**config.mk**
```make
export PLATFORM = sky130hd
export DESIGN_NAME = vga_text_render
export DESIGN_NICKNAME = d
export VERILOG_FILES = /design/src/rtl/vga_text_render.sv
export SDC_FILE = /design/constraint.sdc
export NUM_CORES = 1
export LEC_CHECK = 0
export ABC_AREA = 1
export CORE_ASPECT_RATIO = 0.8
export CORE_MARGIN = 2
export CORE_UTILIZATION = 35
export DETAILED_ROUTE_END_ITERATION = 8
export PLACE_DENSITY = 0.66
export SETUP_SLACK_MARGIN = 0.2
export SYNTH_ARGS = -nofsm -noshare
export SYNTH_HDL_FRONTEND = slang
export SYNTH_SLANG_ARGS = --single-unit
```
**constraint.sdc**
```tcl
create_clock -name clk_vga -period 2.3 [get_ports clk_vga]
set_clock_uncertainty 0.15 [all_clocks]
set_input_delay 0.23 -clock clk_vga [delete_from_list [all_inputs] [get_ports clk_vga]]
set_output_delay 0.23 -clock clk_vga [all_outputs]
set_load 0.02 [all_outputs]
```
**src/rtl/vga_text_render.sv**
```systemverilog
// vga_text_render
//   Text-mode pixel stage that sits directly behind the VGA timing generator.
//   Each 8-clock character cell goes through the same steps. The block reads
//   char and attr from text RAM, then reads one glyph row from the font ROM.
//   It applies the blink and cursor overrides, then shifts the glyph out one
//   pixel per clock. Each pixel is coloured through RGBI -> 4:4:4 expansion.
//
// Ports
//   clk_vga, rst_n          pixel clock, async active-low reset
//   fetch_cell, fetch_font  read strobes from the timing block
//   load_nshift             1 = load shifter, 0 = shift left one pixel
//   cell_addr, vpos         text cell address, current line (vpos[3:0] = glyph row)
//   vga_frame               frame counter used as blink/cursor timebase
//   vga_blank               1 = outside active area, forces black
//   cursor_en, cursor_addr  underline cursor enable and cell address
//   txt_addr / txt_data     text RAM port (data one clock after fetch_cell)
//   font_addr / font_data   font ROM port (data one clock after fetch_font)
//   vga_r, vga_g, vga_b     4-bit colour channels
module vga_text_render #(
  parameter int CURSOR_TOP = 14,
  parameter int CURSOR_BOT = 15,
  parameter int BLINK_BIT  = 5,
  parameter int CURSOR_BIT = 4
) (
  input  logic        clk_vga,
  input  logic        rst_n,
  input  logic        fetch_cell,
  input  logic        fetch_font,
  input  logic        load_nshift,
  input  logic [11:0] cell_addr,
  input  logic [9:0]  vpos,
  input  logic [7:0]  vga_frame,
  input  logic        vga_blank,
  input  logic        cursor_en,
  input  logic [11:0] cursor_addr,
  output logic [11:0] txt_addr,
  input  logic [15:0] txt_data,
  output logic [11:0] font_addr,
  input  logic [7:0]  font_data,
  output logic [3:0]  vga_r,
  output logic [3:0]  vga_g,
  output logic [3:0]  vga_b
);

  // The row bounds are widened to 5 bits so that a bound of 15 is not a
  // comparison that always holds.
  localparam logic [4:0] CUR_TOP_5 = 5'(CURSOR_TOP);
  localparam logic [4:0] CUR_BOT_5 = 5'(CURSOR_BOT);

  logic [11:0] cell_q, cell_d;
  logic        cap_c_q, cap_c_d;
  logic [7:0]  char_q, char_d;
  logic [7:0]  attr_q, attr_d;
  logic        cur_q, cur_d;
  logic [11:0] font_addr_q, font_addr_d;
  logic        cap_f_q, cap_f_d;
  logic [7:0]  font_q, font_d;
  logic [7:0]  shift_q, shift_d;
  logic [7:0]  attr_sh_q, attr_sh_d;
  logic        cur_sh_q, cur_sh_d;

  logic [7:0]  glyph;
  logic [4:0]  row5;
  logic        cursor_row;
  logic [3:0]  px;

  assign txt_addr  = cell_addr;
  assign font_addr = font_addr_q;

  always_comb begin
    row5       = {1'b0, vpos[3:0]};
    cursor_row = (row5 >= CUR_TOP_5) && (row5 <= CUR_BOT_5);

    // Blink blanks the glyph first, and the cursor then overrides blink.
    glyph = font_q;
    if (attr_q[7] && vga_frame[BLINK_BIT]) glyph = 8'h00;
    if (cur_q && vga_frame[CURSOR_BIT] && cursor_row) glyph = 8'hFF;

    cell_d      = cell_q;
    cap_c_d     = fetch_cell;
    char_d      = char_q;
    attr_d      = attr_q;
    cur_d       = cur_q;
    font_addr_d = font_addr_q;
    cap_f_d     = fetch_font;
    font_d      = font_q;
    attr_sh_d   = attr_sh_q;
    cur_sh_d    = cur_sh_q;
    shift_d     = {shift_q[6:0], 1'b0};

    if (fetch_cell) cell_d = cell_addr;
    if (cap_c_q) begin
      char_d = txt_data[7:0];
      attr_d = txt_data[15:8];
      cur_d  = cursor_en && (cell_q == cursor_addr);
    end
    if (fetch_font) font_addr_d = {char_q, vpos[3:0]};
    if (cap_f_q) font_d = font_data;

    // Load samples the pre-edge capture registers, so a fetch on the same
    // clock cannot disturb the cell that is being loaded.
    if (load_nshift) begin
      shift_d   = glyph;
      attr_sh_d = attr_q;
      cur_sh_d  = cur_q;
    end
  end

  always_ff @(posedge clk_vga or negedge rst_n) begin
    if (!rst_n) begin
      cell_q      <= '0;
      cap_c_q     <= 1'b0;
      char_q      <= '0;
      attr_q      <= '0;
      cur_q       <= 1'b0;
      font_addr_q <= '0;
      cap_f_q     <= 1'b0;
      font_q      <= '0;
      shift_q     <= '0;
      attr_sh_q   <= '0;
      cur_sh_q    <= 1'b0;
    end else begin
      cell_q      <= cell_d;
      cap_c_q     <= cap_c_d;
      char_q      <= char_d;
      attr_q      <= attr_d;
      cur_q       <= cur_d;
      font_addr_q <= font_addr_d;
      cap_f_q     <= cap_f_d;
      font_q      <= font_d;
      shift_q     <= shift_d;
      attr_sh_q   <= attr_sh_d;
      cur_sh_q    <= cur_sh_d;
    end
  end

  // The pixel colour is RGBI {I,R,G,B}. Each channel expands to {X,I,X,I},
  // which gives the levels 0, 5, 10 and 15.
  always_comb begin
    px = shift_q[7] ? attr_sh_q[3:0] : {1'b0, attr_sh_q[6:4]};
    if (vga_blank) begin
      vga_r = 4'h0;
      vga_g = 4'h0;
      vga_b = 4'h0;
    end else begin
      vga_r = {px[2], px[3], px[2], px[3]};
      vga_g = {px[1], px[3], px[1], px[3]};
      vga_b = {px[0], px[3], px[0], px[3]};
    end
  end

  // The upper line bits, the attr blink bit after load and the delayed
  // cursor flag do not affect colour. They are kept only so the register
  // set stays complete.
  logic unused_ok;
  assign unused_ok = ^{vpos[9:4], vga_frame, attr_sh_q[7], cur_sh_q};

endmodule
```
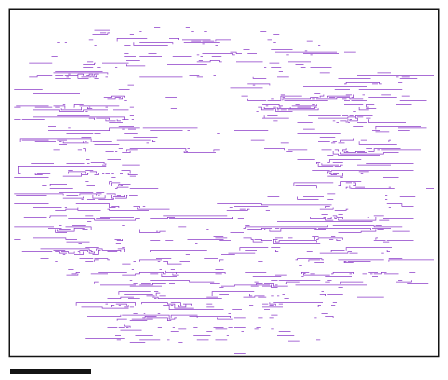
*The metal 1 layer, run 1*
Scale bar: 20 µm.
402 nets have wire on it. The layer carries 2,750 µm of wire. The layer holds 46% of the routed length.
overall routed net length: 6.001 mm
grt met1 use: 0.1855
Vias: 2,248

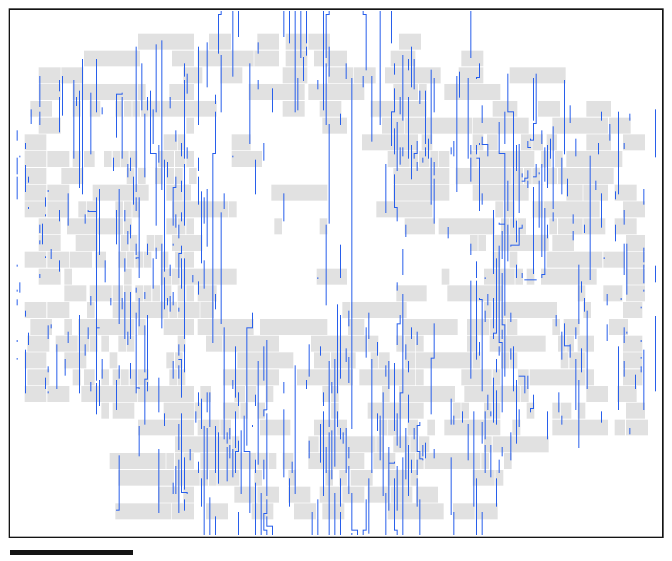
*Met2 routing, run 1*
Scale bar: 20 µm. Cells faint in the background.
The layer carries 2,780 µm of wire. The layer holds 46% of the routed length. The wires run mostly vertical. 373 nets have wire on it. The longest straight run is 56.8 µm.
met2 global-route usage: 0.2352

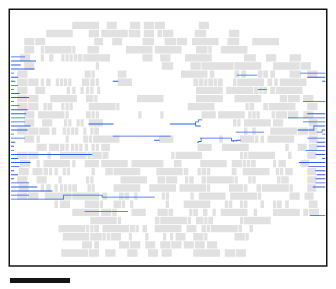
*Signal wires on met3, run 1*
Scale bar: 20 µm. Cells faint in the background.
64 nets have wire on it. The layer holds 6.9% of the routed length. The layer carries 414 µm of wire. The wires run mostly horizontal. The longest straight run is 26.9 µm.
GR Util met3: 0.04916

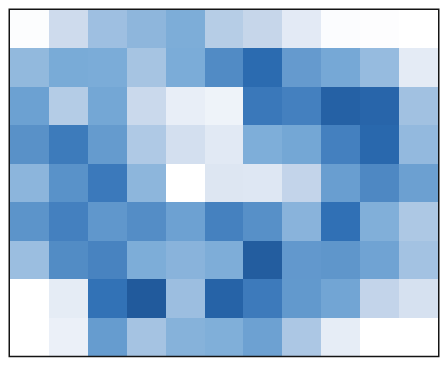
*Cell density map, run 1*
11 x 9 tiles, from white (low) to dark blue (high), 0 to 100% covered.
The fullest tile reaches 83%. The mean over all tiles is 43%. 9.1% of the tiles are nearly empty. 7.1% of the tiles are over 75% full.
core utilization of the finished layout: 0.5056
floorplan core area: 7983 µm²
fp_density: 0.3630

==> notes.md, run 1 <==
Item: results of the latest flow run.

- The flow ran to the end, and the final reports show no timing, DRC or antenna violations.
- Per the layout area report, the sequential fraction of cell area is 0.4092.
- The report lists the power per cell area as 724.9 nW/µm².
- Per the cell usage report, the commonest logic cells after layout are nand2_1 (88), clkdlybuf4s50_1 (83), dfrtp_1 (66), inv_1 (34).
- In this run the maximum-capacitance check reported violations numbering 0.
- The commonest cells after synthesis are nand2_1 (88), dfrtp_1 (66), inv_1 (34).
- Counting plain and timing-repair buffers in the layout gives 103.
- The most common cell in the netlist is nand2_1.
- The largest area contributor in the netlist is dfrtp_1.
- In the routed layout, each cell is associated on average with a via count of 4.382.
- The number of cells reported by Yosys stat comes to 317.
- The part of the power in the clock network is 0.374.
- The number of sequential cells in the layout is 66.
- Power attributed to sequential cells is 0.00133 W.
- The worst setup timing slack at the placement stage is 217.4 ps.
- The power in the clock group is 0.00109 W.
- The die extent in y is 85.39 µm.
- The first detailed-routing pass took 4 iterations.
- Of the synthesized area, sequential elements account for 0.5699.
- The tally of filler cells in the layout is 771.
- The fraction of final cell area spent on clock buffers and inverters in this run is 0.05611.
- The finished layout cell area is 4036 µm².
- The top-level port count is 109.
- The met3 layer wire length in the routed design is 413 µm.
- Counting endpoints that fail hold in the final report gives 0.
- The switching power of the nets is 0.0007553 W.
- In the final routing, the length of wire on met1 measures 2.745 mm.
- The worst slew margin relative to its limit is 0.6292.
- For this design, the sink count on the clock tree is 66.
- The total number of yosys warnings is 0.
- The synthesis run identifies the leading combinational cell family as simple AND/OR/NAND/NOR gates.
- The tally of buffers added on design ports is 96.
- The area fraction in and, or, nand and nor cells after synthesis is 0.1598.
- The area share of the largest cell type after synthesis is 0.5699.
- The highest clock rate is 547.0 MHz.
- The switching portion of total power comes to 0.2581.
- The script extracted a total leakage power of 1.931 nW.
- Max-slew check failures listed in the final report amount to 0.
- The largest net degree at the start of global routing is 28.
- The fraction of power consumed by combinational cells is 0.171.
- The data-path buffer share of cell area in the final layout is 0.2467.
==> inputs of run 2 (changes only) <==
--- a/config.mk
+++ b/config.mk
@@ -10,7 +10,7 @@
 export CORE_MARGIN = 2
 export CORE_UTILIZATION = 35
 export DETAILED_ROUTE_END_ITERATION = 8
-export PLACE_DENSITY = 0.66
+export PLACE_DENSITY = 0.68
 export SETUP_SLACK_MARGIN = 0.2
 export SYNTH_ARGS = -nofsm -noshare
 export SYNTH_HDL_FRONTEND = slang
==> constraint.sdc (replaced) <==
create_clock -name clk_vga -period 1.5 [get_ports clk_vga]
set_clock_uncertainty 0.15 [all_clocks]
set_input_delay 0.15 -clock clk_vga [delete_from_list [all_inputs] [get_ports clk_vga]]
set_output_delay 0.15 -clock clk_vga [all_outputs]
set_load 0.02 [all_outputs]
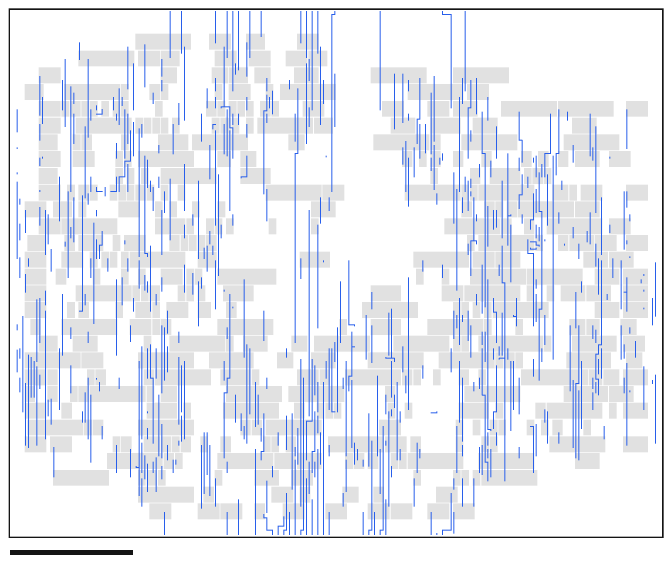
*Met2 routing, run 2*
Scale bar: 20 µm. Cells faint in the background.
The layer holds 48% of the routed length. 386 nets have wire on it. The longest straight run is 33.3 µm. The wires run mostly vertical. The layer carries 3,070 µm of wire.
overall routed net length: 6.416 mm
Vias: 2,293

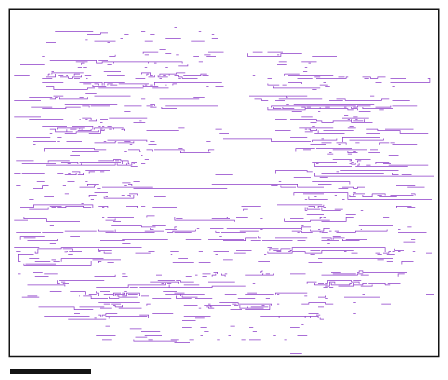
*The metal 1 layer, run 2*
Scale bar: 20 µm.
The layer carries 2,810 µm of wire. The longest straight run is 29.4 µm. The wires run mostly horizontal.
grt met1 use: 0.1819

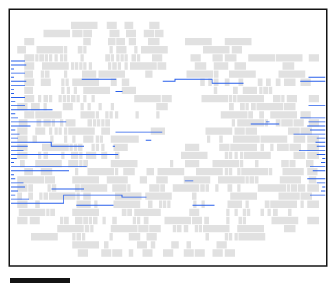
*Signal wires on met3, run 2*
Scale bar: 20 µm. Cells faint in the background.
The layer holds 7.3% of the routed length. The layer carries 466 µm of wire. The wires run mostly horizontal.
GR Util met3: 0.06682

==> notes.md, run 2 <==
Item: results of the latest flow run.

- The final worst setup slack is -111.8 ps.
- The sequential group power is 0.00204 W (+53%).
- The most common cell in the netlist is nand2_1.
- The average vias per placed instance is 4.384 (about the same).
- The top-level port count is 109 (unchanged).
- The max-slew violation count was 0 (unchanged).
- The switching power of the nets is 0.001149 W (+52%).
- The final reports fail on negative setup slack.
- The sequential cell area share came to 0.4035 (-0.005633).
- The wire length on met1 is 2.806 mm (+2.2%).
- The met3 layer wire length in the routed design is 466 µm (+13%).
- The tally of buffers added on design ports is 96 (unchanged).
- The commonest cells after synthesis are nand2_1 (88), dfrtp_1 (66), inv_1 (34).
- The run finished, with violations left.
- The reported leakage power came to 1.980 nW (+2.6%).
- The part of the power in the clock network is 0.322 (-0.052).
- The tally of filler cells in the layout is 773 (+0.26%).
- The ratio of total power to cell area is 1034 nW/µm² (+43%).
- The highest clock rate is 620.4 MHz.
- The utilization after layout is 0.5135 (+0.007837).
- The largest net degree at the start of global routing came to 39 (+39%).
- The largest area contributor in the netlist is dfrtp_1.
- The finished layout cell area was 4099 µm² (+1.5%).
- The die extent in y was 85.39 µm (unchanged).
- The final count of negative-setup-slack endpoints is 11.
- The count of non-CTS buffers in the layout is 114 (+11%).
- The worst setup timing slack at the placement stage came to -403.4 ps (-620.8 ps).
- The count of maximum capacitance violations was 0 (unchanged).
- The number of sequential cells in the layout is 66 (unchanged).
- The number of failing hold endpoints at the final stage is 0 (unchanged).
No activity file was given, so power comes from the tool's default toggle rates.
